gate_families.png
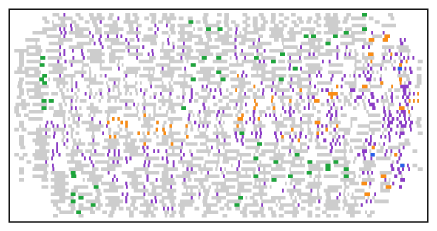
met2.png
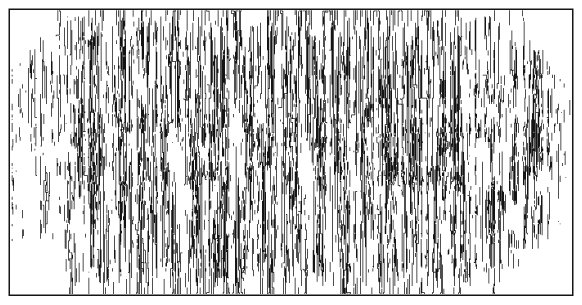
drive_strength.png
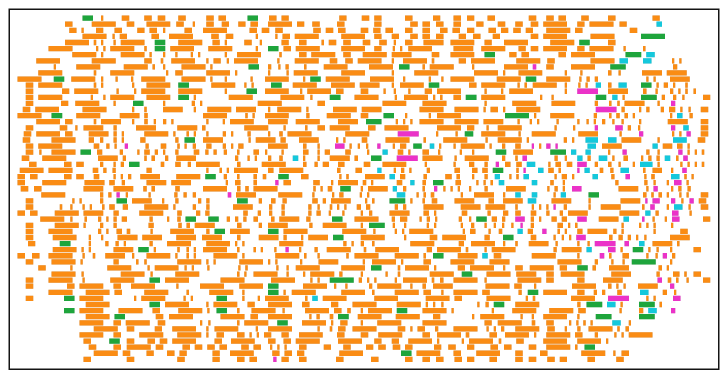
final_clocks.png
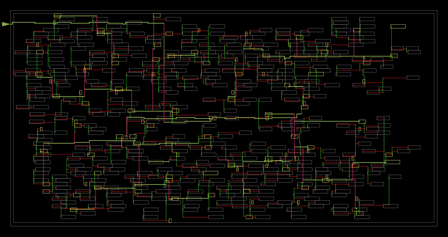
**config.mk**
```make
export PLATFORM = sky130hd
export DESIGN_NAME = cdb_arbiter
export DESIGN_NICKNAME = d
export VERILOG_FILES = /design/src/rtl/cdb_pkg.sv /design/src/rtl/cdb_src_fifo.sv /design/src/rtl/cdb_arbiter.sv
export SDC_FILE = /design/constraint.sdc
export NUM_CORES = 1
export LEC_CHECK = 0
export ABC_AREA = 1
export CAP_MARGIN = 20
export CELL_PAD_IN_SITES_DETAIL_PLACEMENT = 2
export CELL_PAD_IN_SITES_GLOBAL_PLACEMENT = 2
export CORE_ASPECT_RATIO = 0.5
export CORE_MARGIN = 2
export CORE_UTILIZATION = 34
export CTS_BUF_LIST = sky130_fd_sc_hd__clkbuf_8
export DETAILED_ROUTE_END_ITERATION = 8
export PLACE_DENSITY_LB_ADDON = 0.1
export REMOVE_ABC_BUFFERS = 1
export SKIP_CTS_REPAIR_TIMING = 1
export SYNTH_ARGS = -nofsm -noshare
export SYNTH_HDL_FRONTEND = slang
export SYNTH_SLANG_ARGS = --single-unit
```
**constraint.sdc**
```tcl
create_clock -name clock -period 3.04 [get_ports clock]
set_input_delay 0.608 -clock clock [delete_from_list [all_inputs] [get_ports clock]]
set_output_delay 0.608 -clock clock [all_outputs]
set_load 0.01 [all_outputs]
```
**src/rtl/cdb_pkg.sv**
```systemverilog
// Shared types and constants for the common data bus arbiter and its source FIFOs.
package cdb_pkg;

  localparam int unsigned ROB_W  = 6;
  localparam int unsigned DATA_W = 32;

  localparam logic [ROB_W-1:0] invalidNum = 6'b010000;

  typedef enum logic [1:0] {
    SRC_ADD = 2'd0,
    SRC_MUL = 2'd1,
    SRC_LD  = 2'd2,
    SRC_BR  = 2'd3
  } cdb_src_e;

  typedef struct packed {
    logic [ROB_W-1:0]  robNum;
    logic [DATA_W-1:0] data;
  } cdb_entry_t;

  localparam cdb_entry_t CDB_IDLE = '{robNum: invalidNum, data: '0};

endpackage

```
**src/rtl/cdb_src_fifo.sv**
```systemverilog
// Per-source result FIFO: push/pop in the same cycle keeps the count, flush empties it.
module cdb_src_fifo
  import cdb_pkg::*;
#(
  parameter  int unsigned DEPTH = 2,
  localparam int unsigned CNT_W = $clog2(DEPTH + 1)
) (
  input  logic             clk_i,
  input  logic             rst_ni,
  input  logic             flush_i,
  input  logic             push_i,
  input  logic             pop_i,
  input  cdb_entry_t       data_i,
  output cdb_entry_t       head_o,
  output logic [CNT_W-1:0] count_o
);

  localparam int unsigned PTR_W = (DEPTH > 1) ? $clog2(DEPTH) : 1;
  typedef logic [PTR_W-1:0] ptr_t;

  cdb_entry_t       mem_q [DEPTH];
  ptr_t             wr_q, wr_d;
  ptr_t             rd_q, rd_d;
  logic [CNT_W-1:0] cnt_q, cnt_d;
  logic             do_push, do_pop;

  function automatic ptr_t ptr_inc(ptr_t p);
    return (p == ptr_t'(DEPTH - 1)) ? '0 : p + 1'b1;
  endfunction

  assign do_push = push_i && (cnt_q != CNT_W'(DEPTH)) && !flush_i;
  assign do_pop  = pop_i && (cnt_q != '0) && !flush_i;

  always_comb begin
    wr_d  = wr_q;
    rd_d  = rd_q;
    cnt_d = cnt_q;
    if (flush_i) begin
      wr_d  = '0;
      rd_d  = '0;
      cnt_d = '0;
    end else begin
      if (do_push) wr_d = ptr_inc(wr_q);
      if (do_pop)  rd_d = ptr_inc(rd_q);
      case ({do_push, do_pop})
        2'b10:   cnt_d = cnt_q + 1'b1;
        2'b01:   cnt_d = cnt_q - 1'b1;
        default: cnt_d = cnt_q;
      endcase
    end
  end

  always_ff @(posedge clk_i or negedge rst_ni) begin
    if (!rst_ni) begin
      wr_q  <= '0;
      rd_q  <= '0;
      cnt_q <= '0;
    end else begin
      wr_q  <= wr_d;
      rd_q  <= rd_d;
      cnt_q <= cnt_d;
    end
  end

  // Storage needs no reset: a head is only consumed when the count says it is valid.
  always_ff @(posedge clk_i) begin
    if (do_push) mem_q[wr_q] <= data_i;
  end

  assign head_o  = mem_q[rd_q];
  assign count_o = cnt_q;

endmodule

```
**src/rtl/cdb_arbiter.sv**
```systemverilog
// Dual-channel CDB arbiter: round-robin over per-source FIFO heads, two registered broadcasts per cycle.
module cdb_arbiter #(
  parameter int unsigned NUM_SRC    = 4,
  parameter int unsigned ROB_W      = cdb_pkg::ROB_W,
  parameter int unsigned DATA_W     = cdb_pkg::DATA_W,
  parameter int unsigned FIFO_DEPTH = 2
) (
  input  logic                      clock,
  input  logic                      reset,
  input  logic                      flush,
  input  logic [NUM_SRC-1:0]        src_valid,
  input  logic [NUM_SRC*ROB_W-1:0]  src_robNum,
  input  logic [NUM_SRC*DATA_W-1:0] src_data,
  output logic [NUM_SRC-1:0]        src_ready,
  output logic                      CDBiscast,
  output logic [ROB_W-1:0]          CDBrobNum,
  output logic [DATA_W-1:0]         CDBdata,
  output logic                      CDBiscast2,
  output logic [ROB_W-1:0]          CDBrobNum2,
  output logic [DATA_W-1:0]         CDBdata2
);

  import cdb_pkg::*;

  localparam int unsigned IDX_W = (NUM_SRC > 1) ? $clog2(NUM_SRC) : 1;
  localparam int unsigned CNT_W = $clog2(FIFO_DEPTH + 1);
  typedef logic [IDX_W-1:0] idx_t;

  cdb_entry_t       head      [NUM_SRC];
  logic [CNT_W-1:0] count     [NUM_SRC];
  logic [NUM_SRC-1:0] push, pop, not_empty;

  idx_t       rr_q, rr_d;
  idx_t       scan_idx;
  logic       gnt0_vld, gnt1_vld;
  idx_t       gnt0_idx, gnt1_idx;
  logic       iscast0_q, iscast0_d, iscast1_q, iscast1_d;
  cdb_entry_t cdb0_q, cdb0_d, cdb1_q, cdb1_d;

  function automatic idx_t next_idx(idx_t i);
    return idx_t'((32'(i) + 32'd1) % NUM_SRC);
  endfunction

  for (genvar i = 0; i < NUM_SRC; i++) begin : g_src
    cdb_entry_t wr_entry;

    assign wr_entry     = '{robNum: src_robNum[i*ROB_W +: ROB_W],
                            data:   src_data[i*DATA_W +: DATA_W]};
    assign src_ready[i] = (count[i] != CNT_W'(FIFO_DEPTH));
    assign not_empty[i] = (count[i] != '0);
    assign push[i]      = src_valid[i] & src_ready[i] & ~flush;
    assign pop[i]       = (gnt0_vld && (gnt0_idx == idx_t'(i))) ||
                          (gnt1_vld && (gnt1_idx == idx_t'(i)));

    cdb_src_fifo #(
      .DEPTH (FIFO_DEPTH)
    ) u_fifo (
      .clk_i   (clock),
      .rst_ni  (reset),
      .flush_i (flush),
      .push_i  (push[i]),
      .pop_i   (pop[i]),
      .data_i  (wr_entry),
      .head_o  (head[i]),
      .count_o (count[i])
    );
  end

  // First two non-empty heads found scanning upward from rr_q take channel 0 then channel 1.
  always_comb begin
    gnt0_vld = 1'b0;
    gnt1_vld = 1'b0;
    gnt0_idx = '0;
    gnt1_idx = '0;
    scan_idx = '0;
    if (!flush) begin
      for (int unsigned k = 0; k < NUM_SRC; k++) begin
        scan_idx = idx_t'((32'(rr_q) + k) % NUM_SRC);
        if (not_empty[scan_idx]) begin
          if (!gnt0_vld) begin
            gnt0_vld = 1'b1;
            gnt0_idx = scan_idx;
          end else if (!gnt1_vld) begin
            gnt1_vld = 1'b1;
            gnt1_idx = scan_idx;
          end
        end
      end
    end
  end

  always_comb begin
    rr_d = rr_q;
    if (gnt1_vld)      rr_d = next_idx(gnt1_idx);
    else if (gnt0_vld) rr_d = next_idx(gnt0_idx);
  end

  always_comb begin
    iscast0_d = gnt0_vld;
    iscast1_d = gnt1_vld;
    cdb0_d    = gnt0_vld ? head[gnt0_idx] : CDB_IDLE;
    cdb1_d    = gnt1_vld ? head[gnt1_idx] : CDB_IDLE;
  end

  always_ff @(posedge clock or negedge reset) begin
    if (!reset) begin
      rr_q      <= '0;
      iscast0_q <= 1'b0;
      iscast1_q <= 1'b0;
      cdb0_q    <= CDB_IDLE;
      cdb1_q    <= CDB_IDLE;
    end else begin
      rr_q      <= rr_d;
      iscast0_q <= iscast0_d;
      iscast1_q <= iscast1_d;
      cdb0_q    <= cdb0_d;
      cdb1_q    <= cdb1_d;
    end
  end

  assign CDBiscast  = iscast0_q;
  assign CDBrobNum  = cdb0_q.robNum;
  assign CDBdata    = cdb0_q.data;
  assign CDBiscast2 = iscast1_q;
  assign CDBrobNum2 = cdb1_q.robNum;
  assign CDBdata2   = cdb1_q.data;

endmodule

```
==> deck_impl_summary.md <==
Flow Results at a Glance

Logic synthesis
  • Fraction of registers with async set or reset after synthesis: 0.240
  • # Cells Yosys: 1399
  • Avg Synthesized Cell Area: 11.8 um2
  • Post-synthesis cell count: 1399
  • Simple-gate share of the synthesized area: 0.144
  • Post-synthesis adder-cell area fraction: 0.00151
  • Main area contributors: edfxtp_1 55%, dfrtp_1 14%, nand2_1 9.4%
  • Flip-flops with a built-in enable: 304
  • Most frequent cells after synthesis: 413 x nand2_1, 304 x edfxtp_1, 104 x o21ai_0, 94 x dfrtp_1, 85 x inv_1
  • Yosys warns: 0
  • Combined area of all synthesized cells: 0.0166 mm2

Timing
  • Transition at the pin with the smallest max-transition slack: 0.939 ns
  • Setup-violating endpoint count in the final report: 0
  • Relative slew slack: 0.373
  • Post-layout period usage of the worst path: 0.929
  • Unrepaired setup endpoints after global routing: true
  • Max Slew Vio Count: 0
  • Final setup TNS: 0 ns
  • Clock period minus worst slack: 2.82 ns

Finish
  • Share of post-route cells with drive strength above 1: 0.116
  • Register with the most flip-flops: g_src.u_fifo.mem_q
  • Final standard cell area without fillers: 0.0212 mm2
  • Most common library cell in the layout ignoring fill and taps: nand2_1
  • Tally of non-filler cells in the final layout: 2374
  • Sequential standard cell area: 0.0115 mm2
  • Non-clock buffer share of cell area: 0.133
  • Fraction of area in multi-input gates: 0.209
  • Combinational gate area: 0.00443 mm2
  • Count of filler cells inserted in the layout: 4847
  • Share of the final layout cell area in sequential cells: 0.544
  • Layout clock buffer count: 69
  • Area added between synthesis and finish: 28.2%
  • Inverters excl. clock: 99
  • Finished Core Util: 0.440
  • Flip-flop count of the largest register, all copies and words added: 304
  • Non-clk bufs: 280
  • Flip-flop and latch count: 400

Job
  • OpenROAD warnings: 27
  • Maxcap violations: 0

Power
  • Flip-flop and latch power: 7.48 mW
  • Cell-internal power: 12.6 mW
  • VDD IR max: 0.000473 V
  • Tot Pwr: 21.8 mW
  • Logic gate share of total power: 0.446
  • Share of power burned in the clock network: 0.211
  • Switching power of the nets: 9.21 mW
  • Reported leakage power: 8.08 nW

Global route
  • Pin count of the biggest net entering global routing: 46
  • Fraction of met1 tracks used by global routing: 0.250
  • Vias in the first global route: 13429
  • Overall fraction of global-route tracks in use: 0.216
  • Met2 Resource Use GR: 0.420
  • Global-route wire length before repair: 81.9 mm
  • Met3 Usage GRT: 0.0319

Worst setup path
  • Reg2reg end: CDBdata[16]
  • Largest fanout of any net on the critical path: 24
  • Most used cell along the critical path: nand2_1
  • Setup crit start kind: register
  • Critical Path Max Stage Delay: 0.43 ns
  • Worst path cell trace: nor2_2 > buf_4 > nand2_1 > nand2_1 > nand2_1 > nand2_1 > nand3_2 > nor2_1 > o21ai_4 > inv_2 > buf_4 > nor2_4 > buf_12 > nand2_1 > o21ai_0 > a211oi_1
  • Critical path data arrival time: 3.34 ns

Clocking
  • Clk Tree Root Cell: clkbuf_8
  • Deepest clock path buffer count: 3

Placement
  • Placed Instance Area: 0.0199 mm2
  • Cell total after placement: 2263

Die
  • Io pins: 241
  • Core area: 0.0483 mm2
  • Initial standard-cell utilization of the core: 0.343

Detailed routing
  • Initial DRT Pass Iterations: 4
  • Met3 layer wire length in the routed design: 1.65 mm
  • DRC viols: 0
  • Met1 layer wirelength in the final routing: 20.9 mm
  • Met2 WL post-DR: 30.3 mm

Outcome
  • Run status: completed
-- gate_families.png (at the start) --
Key: orange = NOR gates [cells 71]; blue = XOR/XNOR gates [cells 3]; green = multiplexers [cells 55, where all over the die]; purple = NAND gates [cells 486]

-- met2.png (at the start) --
The longest straight run is 82.8 um. The layer holds 56% of the routed length.

-- drive_strength.png (at the start) --
Key: green = drive 6 and up [cells 86, share 5.0%]; cyan = drive 3 to 4 [cells 54, share 3.1%]; magenta = drive 2 [cells 60, share 3.5%]; orange = drive 1 or less [cells 1525, share 88%]

-- final_clocks.png (at the start) --
power in the clock group: 4.60 mW
setup clock skew after layout: 0.0304 ns
number of sinks driven by the clock tree: 400

Power and IR drop assume default switching activity.
